`src/rtl/ddr4_pkg.sv`:
```
// Shared DDR4 command-decode types: power states, decoded commands,
// RAS_n/CAS_n/WE_n encodings, strobe bit positions and the CA parity helper.
package ddr4_pkg;

  typedef enum logic [1:0] {
    ON      = 2'd0,
    PWRDN   = 2'd1,
    SELFREF = 2'd2
  } pwr_state_e;

  typedef enum logic [3:0] {
    CMD_NONE    = 4'd0,
    CMD_ACT     = 4'd1,
    CMD_RD      = 4'd2,
    CMD_RDA     = 4'd3,
    CMD_WR      = 4'd4,
    CMD_WRA     = 4'd5,
    CMD_PR      = 4'd6,
    CMD_PRA     = 4'd7,
    CMD_REF     = 4'd8,
    CMD_SRF     = 4'd9,
    CMD_MRW     = 4'd10,
    CMD_CFG     = 4'd11,
    CMD_PD      = 4'd12,
    CMD_PDX     = 4'd13,
    CMD_ILLEGAL = 4'd14
  } dec_cmd_e;

  localparam logic [2:0] RCW_MRW = 3'b000;
  localparam logic [2:0] RCW_REF = 3'b001;
  localparam logic [2:0] RCW_PRE = 3'b010;
  localparam logic [2:0] RCW_RFU = 3'b011;
  localparam logic [2:0] RCW_WR  = 3'b100;
  localparam logic [2:0] RCW_RD  = 3'b101;
  localparam logic [2:0] RCW_ZQ  = 3'b110;
  localparam logic [2:0] RCW_NOP = 3'b111;

  localparam int AP_BIT = 10;

  localparam int STB_W   = 13;
  localparam int STB_ACT = 0;
  localparam int STB_RD  = 1;
  localparam int STB_RDA = 2;
  localparam int STB_WR  = 3;
  localparam int STB_WRA = 4;
  localparam int STB_PR  = 5;
  localparam int STB_PRA = 6;
  localparam int STB_REF = 7;
  localparam int STB_SRF = 8;
  localparam int STB_MRW = 9;
  localparam int STB_CFG = 10;
  localparam int STB_PD  = 11;
  localparam int STB_PDX = 12;

  // One-hot strobe vector for a decoded command; NONE and ILLEGAL map to all-zero.
  function automatic logic [STB_W-1:0] cmd_to_strobe(input dec_cmd_e cmd);
    logic [STB_W-1:0] s;
    s = {STB_W{1'b0}};
    case (cmd)
      CMD_ACT: s[STB_ACT] = 1'b1;
      CMD_RD:  s[STB_RD]  = 1'b1;
      CMD_RDA: s[STB_RDA] = 1'b1;
      CMD_WR:  s[STB_WR]  = 1'b1;
      CMD_WRA: s[STB_WRA] = 1'b1;
      CMD_PR:  s[STB_PR]  = 1'b1;
      CMD_PRA: s[STB_PRA] = 1'b1;
      CMD_REF: s[STB_REF] = 1'b1;
      CMD_SRF: s[STB_SRF] = 1'b1;
      CMD_MRW: s[STB_MRW] = 1'b1;
      CMD_CFG: s[STB_CFG] = 1'b1;
      CMD_PD:  s[STB_PD]  = 1'b1;
      CMD_PDX: s[STB_PDX] = 1'b1;
      default: s = {STB_W{1'b0}};
    endcase
    return s;
  endfunction

  // Reduction over the CA bus including par; a correct even-parity bus yields 0.
  function automatic logic ca_parity(input logic        act_n,
                                     input logic [16:0] adr,
                                     input logic [1:0]  bg,
                                     input logic [1:0]  ba,
                                     input logic        par);
    return ^{act_n, adr, bg, ba, par};
  endfunction

endpackage

```
`src/rtl/ddr4_ca_parity.sv`:
```
// CA even-parity checker; flags a mismatch only on cycles where the chip is selected.
module ddr4_ca_parity
  import ddr4_pkg::*;
(
  input  logic        i_chk,
  input  logic        i_act_n,
  input  logic [16:0] i_adr,
  input  logic [1:0]  i_bg,
  input  logic [1:0]  i_ba,
  input  logic        i_par,
  output logic        o_err
);

  // Mismatch when the selected CA bus does not XOR to zero.
  always_comb begin
    o_err = i_chk & ca_parity(i_act_n, i_adr, i_bg, i_ba, i_par);
  end

endmodule

```
`src/rtl/ddr4_cmd_decode.sv`:
```
// DDR4 CA decoder: registered one-cycle command strobes, power-state FSM and sticky halt.
// Defining DDR4_CA_PARITY_EN adds the CA even-parity check (ddr4_ca_parity).
module ddr4_cmd_decode
  import ddr4_pkg::*;
(
  input  logic        clk,
  input  logic        rst,
  input  logic        cke,
  input  logic        cs_n,
  input  logic        act_n,
  input  logic [16:0] adr,
  input  logic [1:0]  ba,
  input  logic [1:0]  bg,
  input  logic        par,
  output logic        ACT,
  output logic        RD,
  output logic        RDA,
  output logic        WR,
  output logic        WRA,
  output logic        PR,
  output logic        PRA,
  output logic        REF,
  output logic        SRF,
  output logic        MRW,
  output logic        CFG,
  output logic        PD,
  output logic        PDX,
  output logic        BST,
  output logic        MRR,
  output logic        DPD,
  output logic        DPDX,
  output logic        CKEH,
  output logic        CKEL,
  output logic        halt,
  output logic [1:0]  cmd_bg,
  output logic [1:0]  cmd_ba,
  output logic [16:0] cmd_adr
);

  pwr_state_e       r_state;
  pwr_state_e       w_state_nxt;
  dec_cmd_e         w_cmd;
  logic             r_prev_cke;
  logic             r_ckel;
  logic             r_halt;
  logic [STB_W-1:0] r_strb;
  logic [STB_W-1:0] w_strb_nxt;
  logic [1:0]       r_bg;
  logic [1:0]       r_ba;
  logic [16:0]      r_adr;
  logic [2:0]       w_rcw;
  logic             w_ap;
  logic             w_nop;
  logic             w_is_ref;
  logic             w_fall;
  logic             w_rise;
  logic             w_par_err;
  logic             w_illegal;

  assign w_rcw    = adr[16:14];
  assign w_ap     = adr[AP_BIT];
  assign w_nop    = cs_n | (act_n & (w_rcw == RCW_NOP));
  assign w_is_ref = ~cs_n & act_n & (w_rcw == RCW_REF);
  assign w_fall   = r_prev_cke & ~cke;
  assign w_rise   = ~r_prev_cke & cke;

`ifdef DDR4_CA_PARITY_EN
  ddr4_ca_parity u_ca_parity (
    .i_chk   (~cs_n),
    .i_act_n (act_n),
    .i_adr   (adr),
    .i_bg    (bg),
    .i_ba    (ba),
    .i_par   (par),
    .o_err   (w_par_err)
  );
`else
  logic w_unused_par;
  assign w_unused_par = par;
  assign w_par_err    = 1'b0;
`endif

  // Command decode and next power state; cke edges are judged against the registered cke.
  always_comb begin
    w_cmd       = CMD_NONE;
    w_state_nxt = r_state;
    case (r_state)
      ON: begin
        if (w_fall) begin
          if (w_nop) begin
            w_cmd       = CMD_PD;
            w_state_nxt = PWRDN;
          end else if (w_is_ref) begin
            w_cmd       = CMD_SRF;
            w_state_nxt = SELFREF;
          end else begin
            w_cmd = CMD_ILLEGAL;
          end
        end else if (!cke) begin
          if (w_nop) begin
            w_cmd = CMD_NONE;
          end else begin
            w_cmd = CMD_ILLEGAL;
          end
        end else if (w_nop) begin
          w_cmd = CMD_NONE;
        end else if (!act_n) begin
          w_cmd = CMD_ACT;
        end else begin
          case (w_rcw)
            RCW_MRW: w_cmd = CMD_MRW;
            RCW_REF: w_cmd = CMD_REF;
            RCW_PRE: w_cmd = w_ap ? CMD_PRA : CMD_PR;
            RCW_WR:  w_cmd = w_ap ? CMD_WRA : CMD_WR;
            RCW_RD:  w_cmd = w_ap ? CMD_RDA : CMD_RD;
            RCW_ZQ:  w_cmd = CMD_CFG;
            RCW_NOP: w_cmd = CMD_NONE;
            default: w_cmd = CMD_ILLEGAL;
          endcase
        end
      end
      PWRDN, SELFREF: begin
        if (!w_nop) begin
          w_cmd = CMD_ILLEGAL;
        end else if (w_rise) begin
          w_cmd       = CMD_PDX;
          w_state_nxt = ON;
        end else begin
          w_cmd = CMD_NONE;
        end
      end
      default: begin
        w_cmd       = CMD_NONE;
        w_state_nxt = PWRDN;
      end
    endcase
  end

  // Illegal or parity-failed commands, and anything while halted, produce no strobe.
  always_comb begin
    w_illegal = (w_cmd == CMD_ILLEGAL) | w_par_err;
    if (w_illegal || r_halt) begin
      w_strb_nxt = {STB_W{1'b0}};
    end else begin
      w_strb_nxt = cmd_to_strobe(w_cmd);
    end
  end

  // State, strobe, halt and CA-field registers with synchronous active-low reset.
  always_ff @(posedge clk) begin
    if (!rst) begin
      r_state    <= PWRDN;
      r_prev_cke <= 1'b0;
      r_ckel     <= 1'b1;
      r_halt     <= 1'b0;
      r_strb     <= {STB_W{1'b0}};
      r_bg       <= 2'd0;
      r_ba       <= 2'd0;
      r_adr      <= 17'd0;
    end else begin
      r_prev_cke <= cke;
      r_ckel     <= ~cke;
      r_strb     <= w_strb_nxt;
      if (w_illegal) begin
        r_halt <= 1'b1;
      end else begin
        r_state <= w_state_nxt;
      end
      if (|w_strb_nxt) begin
        r_bg  <= bg;
        r_ba  <= ba;
        r_adr <= adr;
      end
    end
  end

  assign {PDX, PD, CFG, MRW, SRF, REF, PRA, PR, WRA, WR, RDA, RD, ACT} = r_strb;
  assign BST     = 1'b0;
  assign MRR     = 1'b0;
  assign DPD     = 1'b0;
  assign DPDX    = 1'b0;
  assign CKEH    = r_prev_cke;
  assign CKEL    = r_ckel;
  assign halt    = r_halt;
  assign cmd_bg  = r_bg;
  assign cmd_ba  = r_ba;
  assign cmd_adr = r_adr;

endmodule

```
`config.mk`:
```
export PLATFORM = sky130hd
export DESIGN_NAME = ddr4_cmd_decode
export DESIGN_NICKNAME = d
export VERILOG_FILES = /design/src/rtl/ddr4_pkg.sv /design/src/rtl/ddr4_ca_parity.sv /design/src/rtl/ddr4_cmd_decode.sv
export SDC_FILE = /design/constraint.sdc
export NUM_CORES = 1
export LEC_CHECK = 0
export CAP_MARGIN = 15
export CORE_ASPECT_RATIO = 1.25
export CORE_MARGIN = 5
export CORE_UTILIZATION = 30
export DETAILED_ROUTE_END_ITERATION = 12
export PLACE_DENSITY = 0.55
export SYNTH_ARGS = -nofsm -noshare
export SYNTH_HDL_FRONTEND = slang
export SYNTH_HIERARCHICAL = 1
export SYNTH_SLANG_ARGS = --single-unit
export TNS_END_PERCENT = 30
```
`constraint.sdc`:
```
create_clock -name clk -period 3.7 [get_ports clk]
set_input_delay 0.37 -clock clk [delete_from_list [all_inputs] [get_ports clk]]
set_output_delay 0.37 -clock clk [all_outputs]
set_load 0.03 [all_outputs]
```
Figure 1. Metal 3.
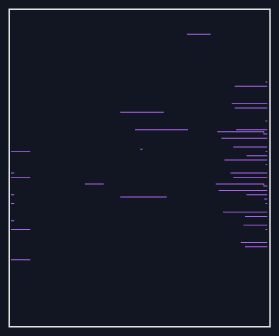
The layer holds 6.5% of the routed length. The longest straight run is 16.3 um. The layer carries 286 um of wire. 37 nets have wire on it. The wires run mostly horizontal.
routed wire length: 4430 um
met3 usage: 2.47%
routed vias: 1573

==> metrics.log <==
[flow] final metrics
[metrics] total negative slack for setup checks: 0 ns
[metrics] via count of the first global-routing pass: 1509
[metrics] Reg2Reg Setup Slack: 0.96 ns
[metrics] worst setup path class: in -> reg
[metrics] clock-pin slew reported for the worst setup and hold paths after clock tree synthesis: 0.08 ns
[metrics] pin count of the biggest net entering global routing: 30
[metrics] Storage cell area: 781 um2
[metrics] count of warning messages emitted by the tools: 28
[metrics] detailed placer's ending HPWL: 3350 um
[metrics] starting utilization of the core area: 30.9%
[metrics] count of final max-slew check failures: 0
[metrics] share of the clock period used by the worst path after layout: 78.0%
[metrics] port bufs: 62
[metrics] layout cell share with drive strength beyond 1: 7.06%
[metrics] crit end category: register
[metrics] worst hold stages: 2
[metrics] worst hold endpoint: cmd_adr[14]
[metrics] peak fanout along the critical path: 21
[metrics] final worst-path setup slack: 0.813 ns
[metrics] Max Root-Sink Buffers: 2
[metrics] instance count after placement with tap cells included: 346
[metrics] number of filler cells placed in the layout: 639
[metrics] Gates resized, CTS repair: 0
[metrics] clock tree from TritonCTS: built
[metrics] area share of xor/xnor cells in the synthesized design: 0.920%
[metrics] standby leakage power: 1.05 nW
[metrics] cells along the critical path: clkdlybuf4s50_1, nand4bb_1, o31ai_1, a21oi_1, o21ai_0, o211ai_1, o311ai_4, buf_4, mux2i_1
[metrics] result of the run: finished, final reports clean
[metrics] number of cells in Yosys stat: 209
[metrics] Seq/Total Area, Yosys: 41.0%
[metrics] final non-filler cell total: 354
[metrics] worst hold slack: 0.457 ns
[metrics] area share of fa/ha/maj cells after synthesis: 1.31%
[metrics] Post-CTS Setup Inserts: 0
[metrics] Reg-to-Reg Start: r_state[1]
[metrics] Max transition margin: 52.0%
[metrics] cell area power density: 715 nW/um2
[metrics] Insertion Delay late pin: 0.28 ns
[metrics] post-placement worst setup slack: 0.494 ns
[metrics] Hold Violations, Final: 0
[metrics] yosys stat area: 1900 um2
[metrics] maximum vdd drop: 237 uV
[metrics] maximum clock frequency: 346 MHz
[metrics] worst slew pin tran: 0.718 ns
[metrics] critical path's largest stage delay: 0.59 ns
[metrics] core footprint: 6170 um2
[metrics] vias per std cell: 4.44
[metrics] horizontal die size: 81.2 um
[metrics] AO/OA Area Share: 13.7%
[metrics] top flip-flop cell by instance count after synthesis: sky130_fd_sc_hd__dfxtp_1
[metrics] Critical path buffers and inverters: 2
[metrics] startpoint type of the worst setup path: primary input
[metrics] total of hold buffers inserted after clock tree synthesis: 0
[metrics] slowest cell on the critical path: sky130_fd_sc_hd__clkdlybuf4s50_1
[metrics] Hold Crit Start: cmd_adr[14]
[metrics] final routed wire length divided by cell count: 12.5 um
[metrics] FF-to-FF path depth: 10
[metrics] Req. time, crit path: 3.92 ns
[metrics] remaining routing DRC violations: 0
[metrics] commonest cells after routing, fill and taps aside: sky130_fd_sc_hd__clkdlybuf4s50_1, sky130_fd_sc_hd__nand2_1, sky130_fd_sc_hd__dfxtp_1
[metrics] Routability Congestion: 0.800
[metrics] total clock buffers created by CTS: 5
[metrics] global-route total usage across every layer: 11.1%
[metrics] Die Y-Extent: 99.1 um
Figure 2. Placed standard cells.
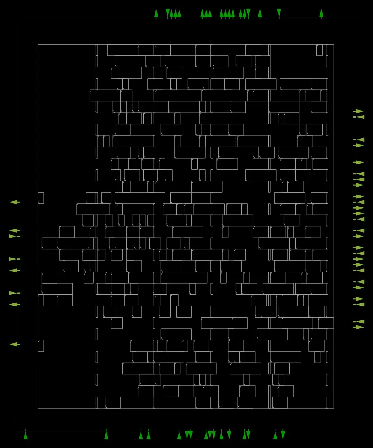
number of sequential cells in the layout: 39
utilization after layout: 42.8%

state kept, by name, indices dropped and copies added (netlist names):
register / cells
CKEH: 1
CKEL: 1
cmd_adr: 17
cmd_ba: 2
cmd_bg: 2
halt: 1
r_state: 2
r_strb: 13
cells by family after synthesis:
| group | Yosys count |
|---|---|
| simple gates | 92 |
| flops | 39 |
| compound gates | 27 |
| buf+inv | 24 |
| mux | 22 |
| fa+ha+maj | 2 |
| xor+xnor | 2 |
| other cells | 1 |
synth_stat cells (2+ instances only):
| master | number | share of area (%) |
|---|---|---|
| sky130_fd_sc_hd__dlygate4sd3_1 | 3 | 1.6 |
| sky130_fd_sc_hd__mux2i_1 | 22 | 12 |
| sky130_fd_sc_hd__nor2b_1 | 4 | 1.3 |
| sky130_fd_sc_hd__inv_1 | 9 | 1.8 |
| sky130_fd_sc_hd__and2b_1 | 2 | 0.79 |
| sky130_fd_sc_hd__buf_6 | 5 | 3.0 |
| sky130_fd_sc_hd__nand2_1 | 50 | 9.9 |
| sky130_fd_sc_hd__o21ai_0 | 3 | 0.79 |
| sky130_fd_sc_hd__ha_1 | 2 | 1.3 |
| sky130_fd_sc_hd__buf_4 | 5 | 2.0 |
| sky130_fd_sc_hd__nor3_1 | 6 | 1.6 |
| sky130_fd_sc_hd__a21oi_1 | 2 | 0.53 |
| sky130_fd_sc_hd__dfxtp_1 | 39 | 41 |
| sky130_fd_sc_hd__nand3_1 | 3 | 0.79 |
| sky130_fd_sc_hd__nor2_1 | 19 | 3.7 |
| sky130_fd_sc_hd__o21ai_1 | 2 | 0.53 |
| sky130_fd_sc_hd__clkbuf_8 | 2 | 1.4 |
| sky130_fd_sc_hd__o211ai_1 | 2 | 0.79 |
layout make-up:
cell class | count | share of cell area [%]
clock buffer | 6 | 2.75
clock inverter | 2 | 2.28
multi-input combinational | 149 | 36.0
inverter | 9 | 1.28
tap | 85 | 4.03
sequential | 39 | 29.6
timing repair buffer | 64 | 24.1
worst max path at each step:
stage                  to  slack (ns)        from  depth (start not counted)
2_1_floorplan  cmd_adr[0]        1.46  r_state[0]                         10
3_3_place_gp    cmd_ba[0]        0.54     adr[16]                          9
3_5_place_dp   cmd_adr[2]        0.49     adr[16]                          9
4_1_cts        cmd_adr[2]        0.78     adr[16]                          9
5_1_grt        cmd_adr[2]        0.57     adr[16]                          9
6_report       cmd_adr[2]        0.81     adr[16]                          9
metal layers:
layer  vias up  GRT usage, %  share of wire, %
met2        44          18.8                48
li1        809             -                 -
met1       716          13.6                45
met3         4          2.47               6.4
met5         -             0                 0
met4         0          3.90              0.99
stage by stage:
stage               power, mW  cell area [um2]
floorplan                1.23             1910
global placement         1.48             2500
detailed placement       1.49             2500
CTS                      1.92             2640
global route             1.99             2640
finish                   1.88             2640
report_power, final:
| part | internal [mW] | switching, mW |
|---|---|---|
| Sequential | 0.521 | 0.0491 |
| Combinational | 0.383 | 0.512 |
| Clock | 0.270 | 0.150 |
tightest hold or removal path: cells and delay by family, from the launching register on:
kind / cells / cell delay (ns)
multiplexers: 1 / 0.05
AND/OR/NAND/NOR: 1 / 0.05
flip-flops: 1 / 0.31
Power and IR drop assume default switching activity.
